[src/rtl/byte_wb_pkg.sv]
// Shared command codes, EXEC opcodes and FSM state encoding for the
// byte-serial Wishbone master.
package byte_wb_pkg;

    // Host command codes carried on cmd[2:0]
    localparam logic [2:0] CMD_IDLE = 3'b000;
    localparam logic [2:0] CMD_EXEC = 3'b001;
    localparam logic [2:0] CMD_ADR  = 3'b010;
    localparam logic [2:0] CMD_DO   = 3'b011;
    localparam logic [2:0] CMD_DI   = 3'b100;
    localparam logic [2:0] CMD_SEL  = 3'b101;
    localparam logic [2:0] CMD_STAT = 3'b110;
    localparam logic [2:0] CMD_NOP  = 3'b111;

    // EXEC opcodes carried on din
    localparam logic [7:0] OP_RESET     = 8'h01;
    localparam logic [7:0] OP_CLOSE     = 8'h04;
    localparam logic [7:0] OP_OPEN      = 8'h05;
    localparam logic [7:0] OP_READ      = 8'h06;
    localparam logic [7:0] OP_WRITE     = 8'h07;
    localparam logic [7:0] OP_READ_INC  = 8'h08;
    localparam logic [7:0] OP_WRITE_INC = 8'h09;

    typedef enum logic [1:0] {
        S_IDLE = 2'd0,   // no cycle, CYC low
        S_OPEN = 2'd1,   // CYC held high between transfers
        S_BUS  = 2'd2    // STB asserted, waiting for ack/err/timeout
    } state_t;

    // Opcodes that start a bus transfer
    function automatic logic op_is_launch(input logic [7:0] op);
        return (op == OP_READ) || (op == OP_WRITE) ||
               (op == OP_READ_INC) || (op == OP_WRITE_INC);
    endfunction

    function automatic logic op_is_write(input logic [7:0] op);
        return (op == OP_WRITE) || (op == OP_WRITE_INC);
    endfunction

    function automatic logic op_is_inc(input logic [7:0] op);
        return (op == OP_READ_INC) || (op == OP_WRITE_INC);
    endfunction

endpackage

[src/rtl/byte_lane_seq.sv]
// Byte-lane sequencer: detects a run of one command code and walks a
// wrapping lane pointer across NB lanes, producing a one-hot lane strobe
// for the lane addressed in the current cycle.
module byte_lane_seq
    import byte_wb_pkg::*;
#(
    parameter int         NB       = 4,
    parameter logic [2:0] CMD_CODE = CMD_ADR
) (
    input  logic          clk,
    input  logic          reset,
    input  logic [2:0]    cmd,
    output logic [NB-1:0] lane_we
);
    localparam int PW = (NB > 1) ? $clog2(NB) : 1;

    logic          hit;
    logic          run_q, run_d;
    logic [PW-1:0] ptr_q, ptr_d;
    logic [PW-1:0] ptr_cur;

    // Pointer restarts at lane 0 on the first cycle of a run, else advances and wraps
    always_comb begin
        hit     = (cmd == CMD_CODE);
        ptr_cur = '0;
        if (hit && run_q) begin
            ptr_cur = (ptr_q == PW'(NB - 1)) ? '0 : ptr_q + 1'b1;
        end
        run_d = hit;
        ptr_d = ptr_cur;
    end

    // Run flag and pointer registers
    always_ff @(posedge clk) begin
        if (reset) begin
            run_q <= 1'b0;
            ptr_q <= '0;
        end else begin
            run_q <= run_d;
            ptr_q <= ptr_d;
        end
    end

    genvar gi;
    generate
        for (gi = 0; gi < NB; gi++) begin : g_lane
            assign lane_we[gi] = hit && (ptr_cur == PW'(gi));
        end
    endgenerate

endmodule

[src/rtl/byte_cmd_wb_master.sv]
// Byte-serial command port to Wishbone classic master. The host loads
// address, write data and byte selects one byte per clock, then issues
// EXEC opcodes to run single or post-incrementing bus cycles. Read data
// and status come back one byte at a time on dout.
module byte_cmd_wb_master
    import byte_wb_pkg::*;
#(
    parameter int ADDR_W     = 14,
    parameter int DATA_BYTES = 4,
    parameter int TIMEOUT    = 255
) (
    input  logic                    clk,
    input  logic                    reset,
    input  logic [2:0]              cmd,
    input  logic [7:0]              din,
    output logic [7:0]              dout,
    output logic                    valid,
    output logic                    busy,
    output logic                    wb_cyc_o,
    output logic                    wb_stb_o,
    output logic                    wb_we_o,
    output logic [ADDR_W-1:0]       wb_adr_o,
    output logic [DATA_BYTES-1:0]   wb_sel_o,
    output logic [8*DATA_BYTES-1:0] wb_dat_o,
    input  logic [8*DATA_BYTES-1:0] wb_dat_i,
    input  logic                    wb_ack_i,
    input  logic                    wb_err_i
);
    localparam int DW   = 8 * DATA_BYTES;
    localparam int NB_A = (ADDR_W + 7) / 8;
    localparam int TW   = 16;

    logic                  is_exec;
    logic                  rst_all;
    logic [NB_A-1:0]       adr_we;
    logic [DATA_BYTES-1:0] do_we;
    logic [DATA_BYTES-1:0] di_we;

    state_t                state_q, state_d;
    logic                  open_hold_q, open_hold_d;
    logic                  write_q, write_d;
    logic                  inc_q, inc_d;
    logic                  armed_q, armed_d;
    logic                  valid_q, valid_d;
    logic                  err_q, err_d;
    logic                  tmo_flag_q, tmo_flag_d;
    logic [TW-1:0]         tmo_cnt_q, tmo_cnt_d;
    logic [ADDR_W-1:0]     adr_q, adr_d;
    logic [DW-1:0]         do_q, do_d;
    logic [DW-1:0]         di_q, di_d;
    logic [DATA_BYTES-1:0] sel_q, sel_d;
    logic [7:0]            dout_q, dout_d;

    logic                  rd_capture;
    logic                  adr_incr;
    logic                  bus_end;
    logic [7:0]            di_byte;

    // EXEC RESET behaves exactly like the external reset
    assign is_exec = (cmd == CMD_EXEC);
    assign rst_all = reset || (is_exec && (din == OP_RESET));

    byte_lane_seq #(.NB(NB_A), .CMD_CODE(CMD_ADR)) u_adr_seq (
        .clk     (clk),
        .reset   (rst_all),
        .cmd     (cmd),
        .lane_we (adr_we)
    );

    byte_lane_seq #(.NB(DATA_BYTES), .CMD_CODE(CMD_DO)) u_do_seq (
        .clk     (clk),
        .reset   (rst_all),
        .cmd     (cmd),
        .lane_we (do_we)
    );

    byte_lane_seq #(.NB(DATA_BYTES), .CMD_CODE(CMD_DI)) u_di_seq (
        .clk     (clk),
        .reset   (rst_all),
        .cmd     (cmd),
        .lane_we (di_we)
    );

    // Bus FSM, launch arming, timeout counter and completion status
    always_comb begin
        state_d     = state_q;
        open_hold_d = open_hold_q;
        write_d     = write_q;
        inc_d       = inc_q;
        armed_d     = is_exec ? armed_q : 1'b1;
        valid_d     = valid_q;
        err_d       = err_q;
        tmo_flag_d  = tmo_flag_q;
        tmo_cnt_d   = tmo_cnt_q;
        rd_capture  = 1'b0;
        adr_incr    = 1'b0;
        bus_end     = 1'b0;

        // OPEN/CLOSE always update the hold request, even mid-cycle
        if (is_exec && (din == OP_OPEN)) begin
            open_hold_d = 1'b1;
        end
        if (is_exec && (din == OP_CLOSE)) begin
            open_hold_d = 1'b0;
        end

        case (state_q)
            S_IDLE, S_OPEN: begin
                if (is_exec && armed_q && op_is_launch(din)) begin
                    state_d    = S_BUS;
                    armed_d    = 1'b0;
                    write_d    = op_is_write(din);
                    inc_d      = op_is_inc(din);
                    valid_d    = 1'b0;
                    err_d      = 1'b0;
                    tmo_flag_d = 1'b0;
                    tmo_cnt_d  = TW'(TIMEOUT);
                end else if (is_exec && (din == OP_OPEN)) begin
                    state_d = S_OPEN;
                end else if (is_exec && (din == OP_CLOSE)) begin
                    state_d = S_IDLE;
                end
            end
            S_BUS: begin
                if (wb_ack_i) begin
                    valid_d    = 1'b1;
                    rd_capture = !write_q;
                    adr_incr   = inc_q;
                    bus_end    = 1'b1;
                end else if (wb_err_i) begin
                    err_d   = 1'b1;
                    bus_end = 1'b1;
                end else if (tmo_cnt_q <= TW'(1)) begin
                    // Last permitted STB cycle passed without a response
                    err_d      = 1'b1;
                    tmo_flag_d = 1'b1;
                    bus_end    = 1'b1;
                end else begin
                    tmo_cnt_d = tmo_cnt_q - 1'b1;
                end
                if (bus_end) begin
                    state_d = open_hold_d ? S_OPEN : S_IDLE;
                end
            end
            default: begin
                state_d = S_IDLE;
            end
        endcase
    end

    // Address, write data and select loads (frozen while busy), read capture, post-increment
    always_comb begin
        adr_d = adr_q;
        do_d  = do_q;
        sel_d = sel_q;
        di_d  = di_q;
        if (!busy) begin
            for (int b = 0; b < ADDR_W; b++) begin
                if (adr_we[b / 8]) begin
                    adr_d[b] = din[b % 8];
                end
            end
            for (int l = 0; l < DATA_BYTES; l++) begin
                if (do_we[l]) begin
                    do_d[8*l +: 8] = din;
                end
            end
            if (cmd == CMD_SEL) begin
                sel_d = din[DATA_BYTES-1:0];
            end
        end
        if (adr_incr) begin
            adr_d = adr_q + 1'b1;
        end
        if (rd_capture) begin
            di_d = wb_dat_i;
        end
    end

    // Output byte mux: DI lane walk, status byte, or DI lane 0
    always_comb begin
        di_byte = '0;
        for (int l = 0; l < DATA_BYTES; l++) begin
            if (di_we[l]) begin
                di_byte = di_q[8*l +: 8];
            end
        end
        case (cmd)
            CMD_DI:   dout_d = di_byte;
            CMD_STAT: dout_d = {4'b0000, tmo_flag_q, err_q, busy, valid_q};
            default:  dout_d = di_q[7:0];
        endcase
    end

    // State and datapath registers
    always_ff @(posedge clk) begin
        if (rst_all) begin
            state_q     <= S_IDLE;
            open_hold_q <= 1'b0;
            write_q     <= 1'b0;
            inc_q       <= 1'b0;
            armed_q     <= 1'b1;
            valid_q     <= 1'b0;
            err_q       <= 1'b0;
            tmo_flag_q  <= 1'b0;
            tmo_cnt_q   <= '0;
            adr_q       <= '0;
            do_q        <= '0;
            di_q        <= '0;
            sel_q       <= '1;
            dout_q      <= '0;
        end else begin
            state_q     <= state_d;
            open_hold_q <= open_hold_d;
            write_q     <= write_d;
            inc_q       <= inc_d;
            armed_q     <= armed_d;
            valid_q     <= valid_d;
            err_q       <= err_d;
            tmo_flag_q  <= tmo_flag_d;
            tmo_cnt_q   <= tmo_cnt_d;
            adr_q       <= adr_d;
            do_q        <= do_d;
            di_q        <= di_d;
            sel_q       <= sel_d;
            dout_q      <= dout_d;
        end
    end

    assign busy     = (state_q == S_BUS);
    assign wb_stb_o = busy;
    assign wb_cyc_o = (state_q != S_IDLE);
    assign wb_we_o  = busy && write_q;
    assign wb_adr_o = adr_q;
    assign wb_sel_o = sel_q;
    assign wb_dat_o = do_q;
    assign dout     = dout_q;
    assign valid    = valid_q;

endmodule

[config.mk]
export PLATFORM = sky130hd
export DESIGN_NAME = byte_cmd_wb_master
export DESIGN_NICKNAME = d
export VERILOG_FILES = /design/src/rtl/byte_wb_pkg.sv /design/src/rtl/byte_lane_seq.sv /design/src/rtl/byte_cmd_wb_master.sv
export SDC_FILE = /design/constraint.sdc
export NUM_CORES = 1
export LEC_CHECK = 0
export ABC_CLOCK_PERIOD_IN_PS = 7090
export CORE_MARGIN = 5
export CORE_UTILIZATION = 50
export DETAILED_ROUTE_END_ITERATION = 6
export PLACE_DENSITY = 0.8
export SLEW_MARGIN = 20
export SYNTH_ARGS = -nofsm -noshare
export SYNTH_HDL_FRONTEND = slang
export SYNTH_SLANG_ARGS = --single-unit
export TNS_END_PERCENT = 30
[constraint.sdc]
create_clock -name clk -period 7.09 [get_ports clk]
set_input_delay 2.127 -clock clk [delete_from_list [all_inputs] [get_ports clk]]
set_output_delay 2.127 -clock clk [all_outputs]
set_load 0.05 [all_outputs]
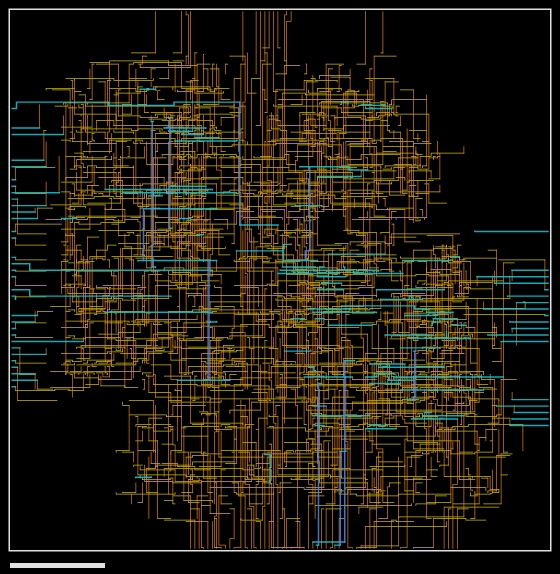
Fig. 1. Wiring by layer.
The bar under the picture is 20 µm long.
[orange] met2 | wire length: 7160 µm
[yellow] met1 | wire length: 6130 µm
[blue] met4 | wire length: 238 µm
[cyan] met3 | wire length: 1040 µm
WL final: 14570 µm
via count: 5031
wire per inst: 16.86 µm

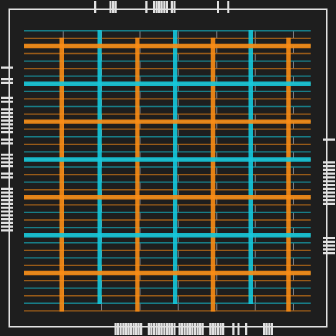
Fig. 2. Supply network.
Pins as bars on the die edge. Tap cells in gray.
[orange] VSS
[cyan] VDD
met5 straps: 7
tap cells: 136
met4 straps: 7
rows: 37
signal pins: 110
Max IR drop VDD: 151.1 µV
Die Height: 113.6 µm
core area: 0.01037 mm²
Die X: 113.6 µm

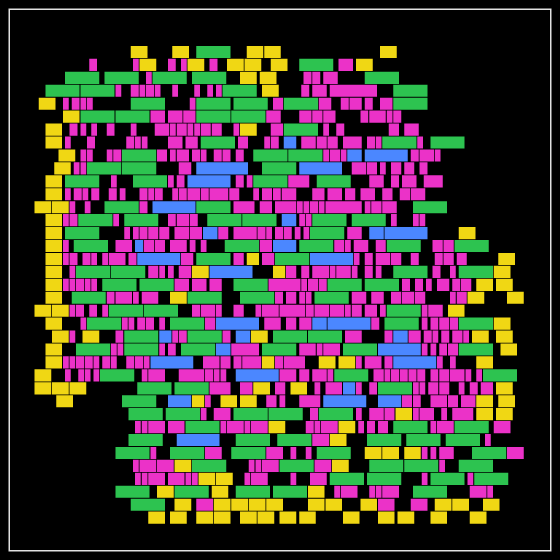
Fig. 3. Placed cells, one color a class.
[yellow] other buffers and delay cells | cells: 113
[green] flip-flops | cells: 123
[blue] clock drivers and dummy loads | cells: 32
[magenta] all other logic | cells: 460
final core utilization: 68.30%
Seq area share: 34.76%
post-route cell area: 0.007083 mm²
num rows: 37

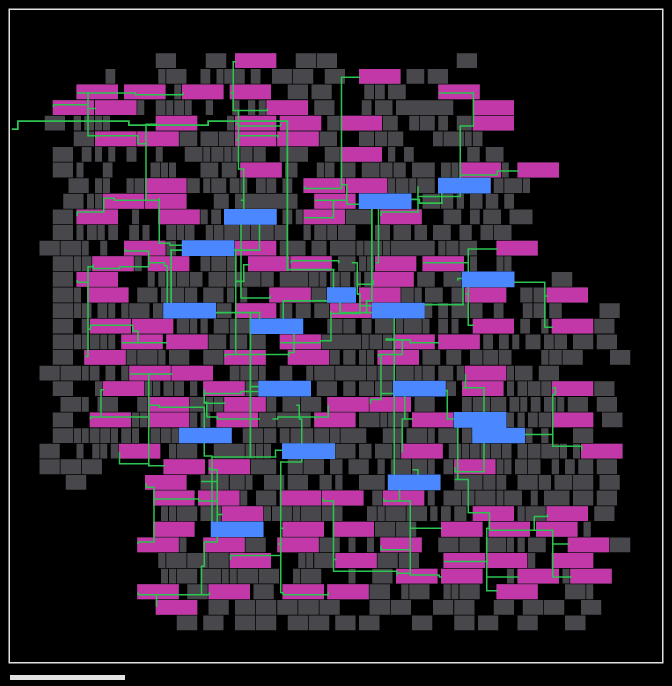
Fig. 4. Clock network drawn from the DEF.
The bar under the picture is 20 µm long.
[magenta] flip-flops | count: 123
[blue] cells driving clock nets | count: 17
[green] clock wires | length: 1390 µm
routed clock nets: 18

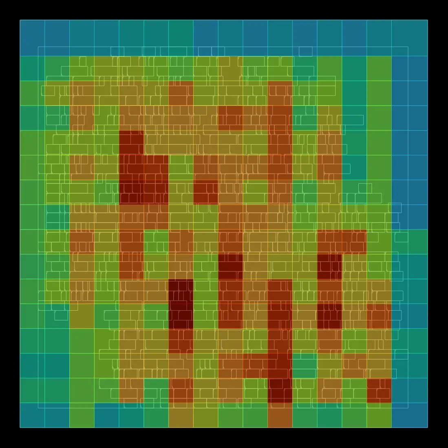
Fig. 5. Track usage over the die.
routing usage on met2: 39.34%
GR peak layer: met2
GRT Total Usage: 22.83%
GR met3 Demand/Resource: 5.517%
GR Util met1: 28.08%

==> flow_metrics.py <==
# Synthesis and PnR figures
metrics = {
    "synth": {
        "syn_avg_cell_area_um2": 8.578,
        "xor_area_share_pct": 1.634,
        "ys_sh_mux_pct": 7.468,
        "ys_chip_area_mm2": 0.005361,
        "ys_seq_share_pct": 45.93,
        "ys_top_cells_by_area": "dfxtp_1 (46%), mux2i_1 (7.5%), nand2_1 (6.4%)",
        "top_cells_by_count": "dfxtp_1 (123), nand2_1 (92), nor2_1 (73)",
        "synth.logic.top_family": "simple AND/OR/NAND/NOR gates",
        "synthAdderAreaFrac_pct": 1.167,
        "ys_seq_elements": 123,
        "yosysWarnings": 0,
        "ys_cells": 625,
        "synth_area_mm2": 0.005361,
        "ys_types": 60,
        "synth_area_leader_cell": "dfxtp_1",
        "edf_count": 0,
        "yosysMostFrequentCell": "dfxtp_1",
        "async_reset_ff_share_pct": 0,
        "top_area_share_pct": 45.93,
        "flop_cell": "dfxtp_1",
        "simple_gate_share_pct": 24.88,
        "synth-compound-area-share_pct": 15.01,
        "floorplan.nets": 677,
        "netlist_instances": 625,
    },
    "clock_network": {
        "cts_max_level": 4,
        "path_clk_slew_ns": 0.06,
        "cts_tree": "built",
        "hold_buffers": 0,
        "cts_buffers": 17,
        "ctsResizeCount": 0,
        "postCtsSetupBuffers": 0,
        "cts.sinks": 123,
        "clk_latency_ns": 0.51,
        "clock_path_buffers": 2,
        "cts-root-buf": "clkbuf_8",
    },
    "detailed_routing": {
        "final_antenna_net_count": 0,
        "drc": 0,
        "viasPerCell": 5.823,
        "dr.pass1.iters": 5,
        "drtIter0Drc": 330,
    },
    "finish": {
        "num_antenna_cells": 0,
        "num-nets-final": 767,
        "drive_gt1_share_pct": 8.379,
        "syn_to_final_growth_pct": 32.11,
        "final_cell_mix": "dfxtp_1 (123), clkdlybuf4s50_1 (109), nand2_1 (92)",
        "lay_top_count": "dfxtp_1",
        "n_fill_cell": 785,
    },
    "global_route": {
        "grt_antenna_before_repair": 0,
        "grt_pass1_wl_um": 24210,
        "grt_pass1_vias": 5042,
        "grt_max_degree": 40,
        "grt_overflow": 0,
    },
    "timing": {
        "hold_ws_ns": 0.4546,
        "timing.fmax_mhz": 222.0,
        "drv_slew": 0,
        "worst_pin_slew_ns": 0.8005,
        "post-route-min-period_ns": 4.504,
        "finalSetupTns_ns": 0,
        "setup_viol": 0,
        "rsz0062_at_grt": "false",
        "period_used_pct": 63.53,
        "max_slew_margin_pct": 46.23,
        "skew_ns": 0.007990,
        "hold_viol": 0,
    },
    "place": {
        "port_buffers": 109,
        "gp_congestion": 0.8826,
        "dp_hpwl_um": 10190,
    },
    "status": {
        "outcome": "complete, no violations",
    },
    "setup_path": {
        "critPathArrivalTime_ns": 2.38,
        "reg2reg_from": "tmo_cnt_q[10]$_SDFFE_PP0P_",
        "reg2reg_slack_ns": 4.61,
        "crit_end": "wb_we_o",
        "crit_path_start_kind": "flop",
        "critPathKind": "reg -> out",
        "crit_start": "state_q[0]$_SDFFE_PP0P_",
        "worstRegToRegCells": 5,
        "r2r_end": "tmo_cnt_q[3]$_SDFFE_PP0P_",
        "worstSetupEndpointType": "output port",
        "cp_max_fo": 12,
        "cp_data_required_time_ns": 4.96,
    },
    "hold_path": {
        "hold_end": "di_q[16]$_SDFFE_PP0P_",
        "hold_depth": 2,
        "hp-class": "reg -> reg",
        "min-delay-start": "di_q[16]$_SDFFE_PP0P_",
    },
    "die": {
        "die-area_mm2": 0.01289,
        "fp_util_pct": 51.70,
        "boundaryPins": 110,
    },
    "power_and_ir_drop": {
        "powerDensity_mw_per_mm2": 229.4,
        "leakage_uw": 0.002489,
    },
    "run": {
        "warnings": 27,
        "maxCapViolations": 0,
    },
}
cell families (layout without fill, tap and decap cells):
family / after synthesis / in the layout
buffers and inverters: 51 / 154
xor gates and xnor gates: 10 / 10
DFF: 123 / 123
adders and majority gates: 5 / 5
AOI/OAI and AO/OA: 126 / 126
muxes: 40 / 40
and+or+nand+nor: 270 / 270
stage by stage:
stage	setup slack, ns	std cells	power [µW]	area (µm²)	utilization, %
after floorplan	3.351	625	766.1	5361	-
after global placement	2.333	832	813.1	6496	62.64
after detailed placement	2.279	832	815.8	6502	62.71
after CTS	2.611	864	1626	7072	68.20
after global routing	2.505	864	1670	7083	68.30
final	2.586	864	1625	7083	68.30
state kept, by name, summed over array words and instances, names as in the netlist, 2 cells and up:
signal	count
state_q	2
wb_adr_o	14
u_do_seq.ptr_q	2
u_di_seq.ptr_q	2
tmo_cnt_q	16
dout	8
di_q	32
wb_sel_o	4
wb_dat_o	32
layout make-up:
cell class / count / area (µm²) / share of cell area (%)
clock buffers: 19 / 441.7 / 6.236
clock inverters: 13 / 127.6 / 1.802
inverters: 9 / 33.78 / 0.4769
multi-input cells: 451 / 2726 / 38.49
flip-flops and latches: 123 / 2462 / 34.76
well taps: 136 / 170.2 / 2.402
repair buffers: 113 / 1121 / 15.83
metal layers:
layer  wire length, µm  part of all wire (%)  global-route usage (%)
met5                 0                     0                       0
met3              1041                   7.1                   5.517
met4               238                   1.6                   7.292
met2              7162                    49                   39.34
met1              6129                    42                   28.08
where the power goes:
group / switching, µW / leakage [µW] / internal [µW]
registers: 5.22 / 0.000992 / 697
logic: 58.1 / 0.00122 / 42.7
clock network: 331 / 0.000273 / 491
worst max-delay path, cell delays in order (launching register included):
cell             delay (ns)
dfxtp_1                0.33
nand2b_2               0.25
inv_2                  0.27
and2_1                 0.20
clkdlybuf4s50_1        0.81
No activity file was given, so power comes from the tool's default toggle rates.
